wire_density.png
Scale bar: 100 um. 31 x 31 tiles, from dark purple (low) to yellow (high), scaled to the fullest tile. Values are wire area over tile area, all layers added.
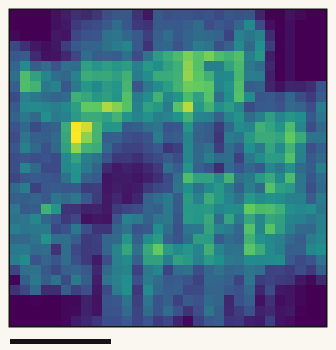
port_nets.png
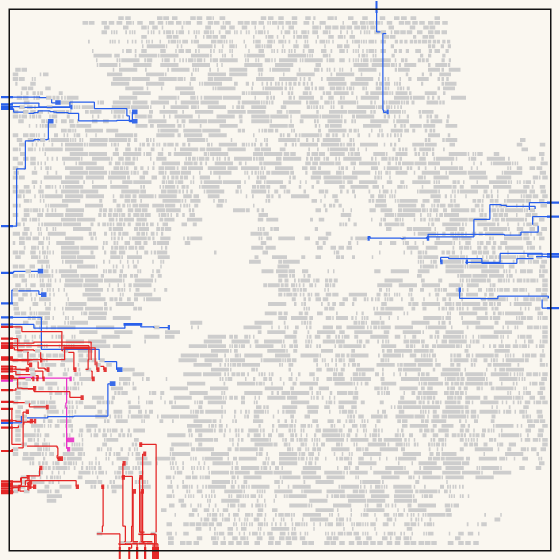
File: src/rtl/pb_eoc_pkg.sv
// pb_eoc_pkg: shared state encoding and EOC report-word helpers for the collector.
package pb_eoc_pkg;

   typedef enum logic [1:0] {IDLE, RUN, DONE} eoc_state_e;

   localparam int unsigned EocFlagBit   = 0;
   localparam int unsigned MaxDataWidth = 64;

   typedef logic [MaxDataWidth-1:0] word_t;

   function automatic logic is_eoc(input word_t word);
      return (word & (word_t'(1) << EocFlagBit)) != '0;
   endfunction

   function automatic word_t eoc_code(input word_t word);
      return word >> (EocFlagBit + 1);
   endfunction

endpackage

File: src/rtl/lzc.sv
// lzc: leading/trailing zero counter (MODE 0 = trailing, MODE 1 = leading).
module lzc #(
   parameter int unsigned WIDTH     = 2,
   parameter bit          MODE      = 1'b0,
   parameter int unsigned CNT_WIDTH = (WIDTH > 1) ? $clog2(WIDTH) : 1
) (
   input  logic [WIDTH-1:0]     in_i,
   output logic [CNT_WIDTH-1:0] cnt_o,
   output logic                 empty_o
);

   // Scanning high-to-low leaves the count of the first set bit from the chosen end.
   always_comb begin
      cnt_o = '0;
      for (int i = WIDTH - 1; i >= 0; i--) begin
         if (in_i[MODE ? (WIDTH - 1 - i) : i]) cnt_o = CNT_WIDTH'(i);
      end
   end

   assign empty_o = ~|in_i;

endmodule

File: src/rtl/pb_eoc_collector.sv
// pb_eoc_collector: gathers per-channel EOC reports under a mask and a timeout
// into one done/fail/exit-code status.
module pb_eoc_collector
   import pb_eoc_pkg::*;
#(
   parameter  int unsigned NumChannels  = 16,
   parameter  int unsigned DataWidth    = 32,
   parameter  int unsigned TimeoutWidth = 32,
   localparam int unsigned IdxWidth     = (NumChannels > 1) ? $clog2(NumChannels) : 1
) (
   input  logic                                  clk_i,
   input  logic                                  rst_i,
   input  logic                                  start_i,
   input  logic [NumChannels-1:0]                ch_mask_i,
   input  logic [TimeoutWidth-1:0]               timeout_cycles_i,
   input  logic [NumChannels-1:0]                ch_valid_i,
   input  logic [NumChannels-1:0][DataWidth-1:0] ch_data_i,
   output logic [NumChannels-1:0]                ch_ready_o,
   output logic                                  busy_o,
   output logic                                  done_o,
   output logic                                  timeout_o,
   output logic                                  fail_o,
   output logic [DataWidth-2:0]                  exit_code_o,
   output logic [IdxWidth-1:0]                   fail_idx_o,
   output logic [NumChannels-1:0]                reported_o
);

   typedef logic [DataWidth-2:0] code_t;

   eoc_state_e              state_q, state_d;
   logic [NumChannels-1:0]  mask_q, reported_q, reported_d, new_eoc, code_nz, fail_vec;
   logic [TimeoutWidth-1:0] timer_q;
   code_t                   codes_q [NumChannels];
   code_t                   codes_new [NumChannels];
   logic                    timeout_q, busy, complete, expire, arm;
   logic [IdxWidth-1:0]     lzc_idx;
   logic                    lzc_empty;

   assign busy = state_q == RUN;
   assign arm  = start_i && !busy;

   always_comb begin
      new_eoc = '0;
      code_nz = '0;
      for (int i = 0; i < NumChannels; i++) begin
         new_eoc[i]   = busy && ch_valid_i[i] && is_eoc(word_t'(ch_data_i[i])) && !reported_q[i];
         code_nz[i]   = codes_q[i] != '0;
         codes_new[i] = code_t'(eoc_code(word_t'(ch_data_i[i])));
      end
      reported_d = reported_q | new_eoc;
      // Completion looks at the post-edge reported vector so the final report finishes RUN.
      complete   = &(reported_d | ~mask_q);
      expire     = timer_q == TimeoutWidth'(1);
      state_d    = arm ? RUN : (busy && (complete || expire)) ? DONE : state_q;
   end

   always_ff @(posedge clk_i) begin
      if (rst_i) begin
         state_q    <= IDLE;
         mask_q     <= '0;
         timer_q    <= '0;
         reported_q <= '0;
         timeout_q  <= 1'b0;
         for (int i = 0; i < NumChannels; i++) codes_q[i] <= '0;
      end else begin
         state_q <= state_d;
         if (arm) begin
            mask_q     <= ch_mask_i;
            timer_q    <= timeout_cycles_i;
            reported_q <= '0;
            timeout_q  <= 1'b0;
            for (int i = 0; i < NumChannels; i++) codes_q[i] <= '0;
         end else if (busy) begin
            reported_q <= reported_d;
            timer_q    <= (timer_q != '0) ? timer_q - TimeoutWidth'(1) : '0;
            timeout_q  <= expire && !complete;
            for (int i = 0; i < NumChannels; i++) begin
               if (new_eoc[i]) codes_q[i] <= codes_new[i];
            end
         end
      end
   end

   assign fail_vec = mask_q & reported_q & code_nz;

   lzc #(
      .WIDTH     (NumChannels),
      .MODE      (1'b0),
      .CNT_WIDTH (IdxWidth)
   ) u_lzc (
      .in_i    (fail_vec),
      .cnt_o   (lzc_idx),
      .empty_o (lzc_empty)
   );

   assign ch_ready_o  = {NumChannels{busy}};
   assign busy_o      = busy;
   assign done_o      = state_q == DONE;
   assign timeout_o   = timeout_q;
   assign fail_o      = timeout_q || !lzc_empty;
   assign fail_idx_o  = lzc_empty ? '0 : lzc_idx;
   assign exit_code_o = lzc_empty ? '0 : codes_q[lzc_idx];
   assign reported_o  = reported_q;

endmodule
File: config.mk
export PLATFORM = sky130hd
export DESIGN_NAME = pb_eoc_collector
export DESIGN_NICKNAME = d
export VERILOG_FILES = /design/src/rtl/pb_eoc_pkg.sv /design/src/rtl/lzc.sv /design/src/rtl/pb_eoc_collector.sv
export SDC_FILE = /design/constraint.sdc
export NUM_CORES = 1
export LEC_CHECK = 0
export ABC_AREA = 1
export CAP_MARGIN = 20
export CORE_UTILIZATION = 30
export CTS_CLUSTER_DIAMETER = 150
export CTS_CLUSTER_SIZE = 14
export DETAILED_ROUTE_END_ITERATION = 10
export PLACE_DENSITY = 0.53
export SKIP_CTS_REPAIR_TIMING = 1
export SLEW_MARGIN = 20
export SYNTH_ARGS = -nofsm -noshare
export SYNTH_HDL_FRONTEND = slang
export SYNTH_SLANG_ARGS = --single-unit
File: constraint.sdc
create_clock -name clk_i -period 4.4 [get_ports clk_i]
set_input_delay 0.66 -clock clk_i [delete_from_list [all_inputs] [get_ports clk_i]]
set_output_delay 0.66 -clock clk_i [all_outputs]
set_load 0.01 [all_outputs]
==> flow_summary.ini <==
; yosys + openroad results
[outcome]
outcome = finished with violations
failed_checks = setup timing

[global_routing]
grt_pass1_wl_um = 181800
grt_pass1_vias = 27240
grt_use_met1 = 0.3415
groute.layer.met3.usage = 0.03958
antenna_found_initial = 4
largest_net_degree_at_the_start_of_global_routing = 63
global_route.peak_usage_layer = met2
use_met2 = 0.4259

[final_layout]
layout.filler_cells = 9437
largest_reg_flops = 496
final_common_cell = nor2_1
reg_top3 = codes_q (496), timer_q (32)
clock_tree_area_fraction = 0.03097
multi_input_comb_cells = 2168
layout.area.top_class = registers
final.signal_inverter_count = 601
layout-drive-gt1-share = 0.1968
n_clock_buffer = 80
fin_cells = 5776
design.seq.count = 563
area.sequential_mm2 = 0.01593
number_of_nets_in_the_finished_design = 5053
layout.cells.most_common_list = nor2_1, clkdlybuf4s50_1, inv_1
comb-cell-share = 0.2683
comb_area_mm2 = 0.01168
layout.buffer.nonclock.area_share = 0.2459
postLayoutCoreUtil = 0.4556

[setup_path]
required_ns = 3.74
worst_r2r_endpoint = state_q[0]
setup.worst_path.end_class = output port
timing.reg2reg.worst_path_depth = 17
crit_path_end = exit_code_o[17]
worstSetupStartpointType = flop
critical-path-slowest-cell = edfxtp_1
worstSetupPathDepth = 20
critical_path.max_stage_delay_ns = 0.45
timing.reg2reg.setup_slack_ns = 0.29
timing.rr.start = state_q[0]
path_delay_family = buffers and inverters
path_cells = nor4_4 -> nand4_1 -> o211ai_1 -> buf_4 -> nand2_4 -> o21ai_2 -> o21ai_0 -> buf_4 -> a21oi_4 -> clkinv_4 -> buf_6 -> buf_4 -> buf_12 -> buf_6 -> nand3_1 -> nand3_2 -> nand3_2 -> nand2_2 -> inv_4 -> buf_6

[flow_run]
drv_cap = 0

[routing]
firstDrtPassIters = 6
post_drt_via_cell_ratio = 4.889
met3_length_um = 10420
dr.max_layer_used = met5
route.antenna.remaining_nets = 0
detailroute.wirelength.met2_um = 63260
detailed_routing_wirelength_on_met1_um = 55770
remaining_drc_errors = 0

[synth]
yosys-stat-area_mm2 = 0.02910
netlist.area_leader.share = 0.4799
synthTopLogicFamily = simple AND/OR/NAND/NOR gates
ys_ff = 563
synth_simple_gate_area_share = 0.2869
yosysUniqueCellTypes = 49
synth.yosys.num_cells = 3532
netlist_instances = 3532
syn_area_per_cell_um2 = 8.239
seq_area_frac_synth = 0.5473
xor_share = 0.003612
ff_type = edfxtp_1
yosys-top-cells-count = nor2_1, nand2_1, inv_1
ys_sh_adder = 0.0008600
synth-async-reset-ratio = 0
area_leaders = edfxtp_1, nor2_1, nand3_1
mappedNetlistNets = 4113
enable_flop_cells = 465
synth_top_cell_by_count = nor2_1

[power_and_ir_drop]
cell_internal_pwr_mw = 9.686
power.share.switching = 0.2924
leakage_nw = 19.71
pwr.group.sequential_mw = 6.58
clockNetworkPower_mw = 4.07
seqPwrFrac = 0.481
dominant_power_group = registers
combinationalPower_mw = 3.03
p_per_area_mw_per_mm2 = 314.3
clock_power_share = 0.297
share_comb_of_total_power = 0.222

[sta]
rsz0062_at_grt = true
final-setup-viol-count = 31
fin_ws_ns = -0.4269
final-hold-violation-count = 0
layout_worst_path_cycle_share = 1.097
finalHoldWorstSlack_ns = 0.4929
clock_skew_ns = 0.04932
time_the_worst_path_needs_with_i_o_delays_and_setup_ns = 4.827
report.final.slew_viol_count = 0
timing.fmax_mhz = 207.2
setup_tns_ns = -11.58

[clock_network]
clkLatencyLatePin_ns = 0.63
clock_h_tree_levels = 2
clkSinkCount = 563
tritoncts = done
tritoncts_buffers = 46
clk_root_buffer_cell = clkbuf_16

[place]
port-buffer-count = 649
globalplace.congestion = 0.9741
place_area_mm2 = 0.03934
detailedPlacementHpwl_um = 105000
placement.setup.worst_slack_ns = -0.6184
post-place-cells = 5636

[floorplanning]
core_area_mm2 = 0.09558
ios = 650
die.size.y_um = 313.4
fp_density = 0.3045
placementRows = 113
n_tap_cell = 1265

[hold_path]
hold_path_class = flop to flop
min_from = mask_q[8]
whs_endpoint = mask_q[8]
## Picture notes: wire_density.png
6.8% of the tiles are nearly empty. The fullest tile reaches 0.67. 18% of the tiles are over half the peak. The mean over all tiles is 0.22.
GRT Resource Usage Total: 0.2558
wire length reported by the detailed router: 134200 um
Wirelength per Cell: 23.23 um
vias after detailed routing: 28240

## Picture notes: port_nets.png
Blue stands for ch_mask_i, direction input, edge 10 left, 5 right, 1 top, end cells 16, buffers 16, wire 1090 um. Red stands for timeout_cycles_i, direction input, edge 24 left, 8 bottom, end cells 32, buffers 32, wire 1120 um. Magenta stands for start_i, direction input, edge left, end cells 3, buffers 1, wire 76.2 um.

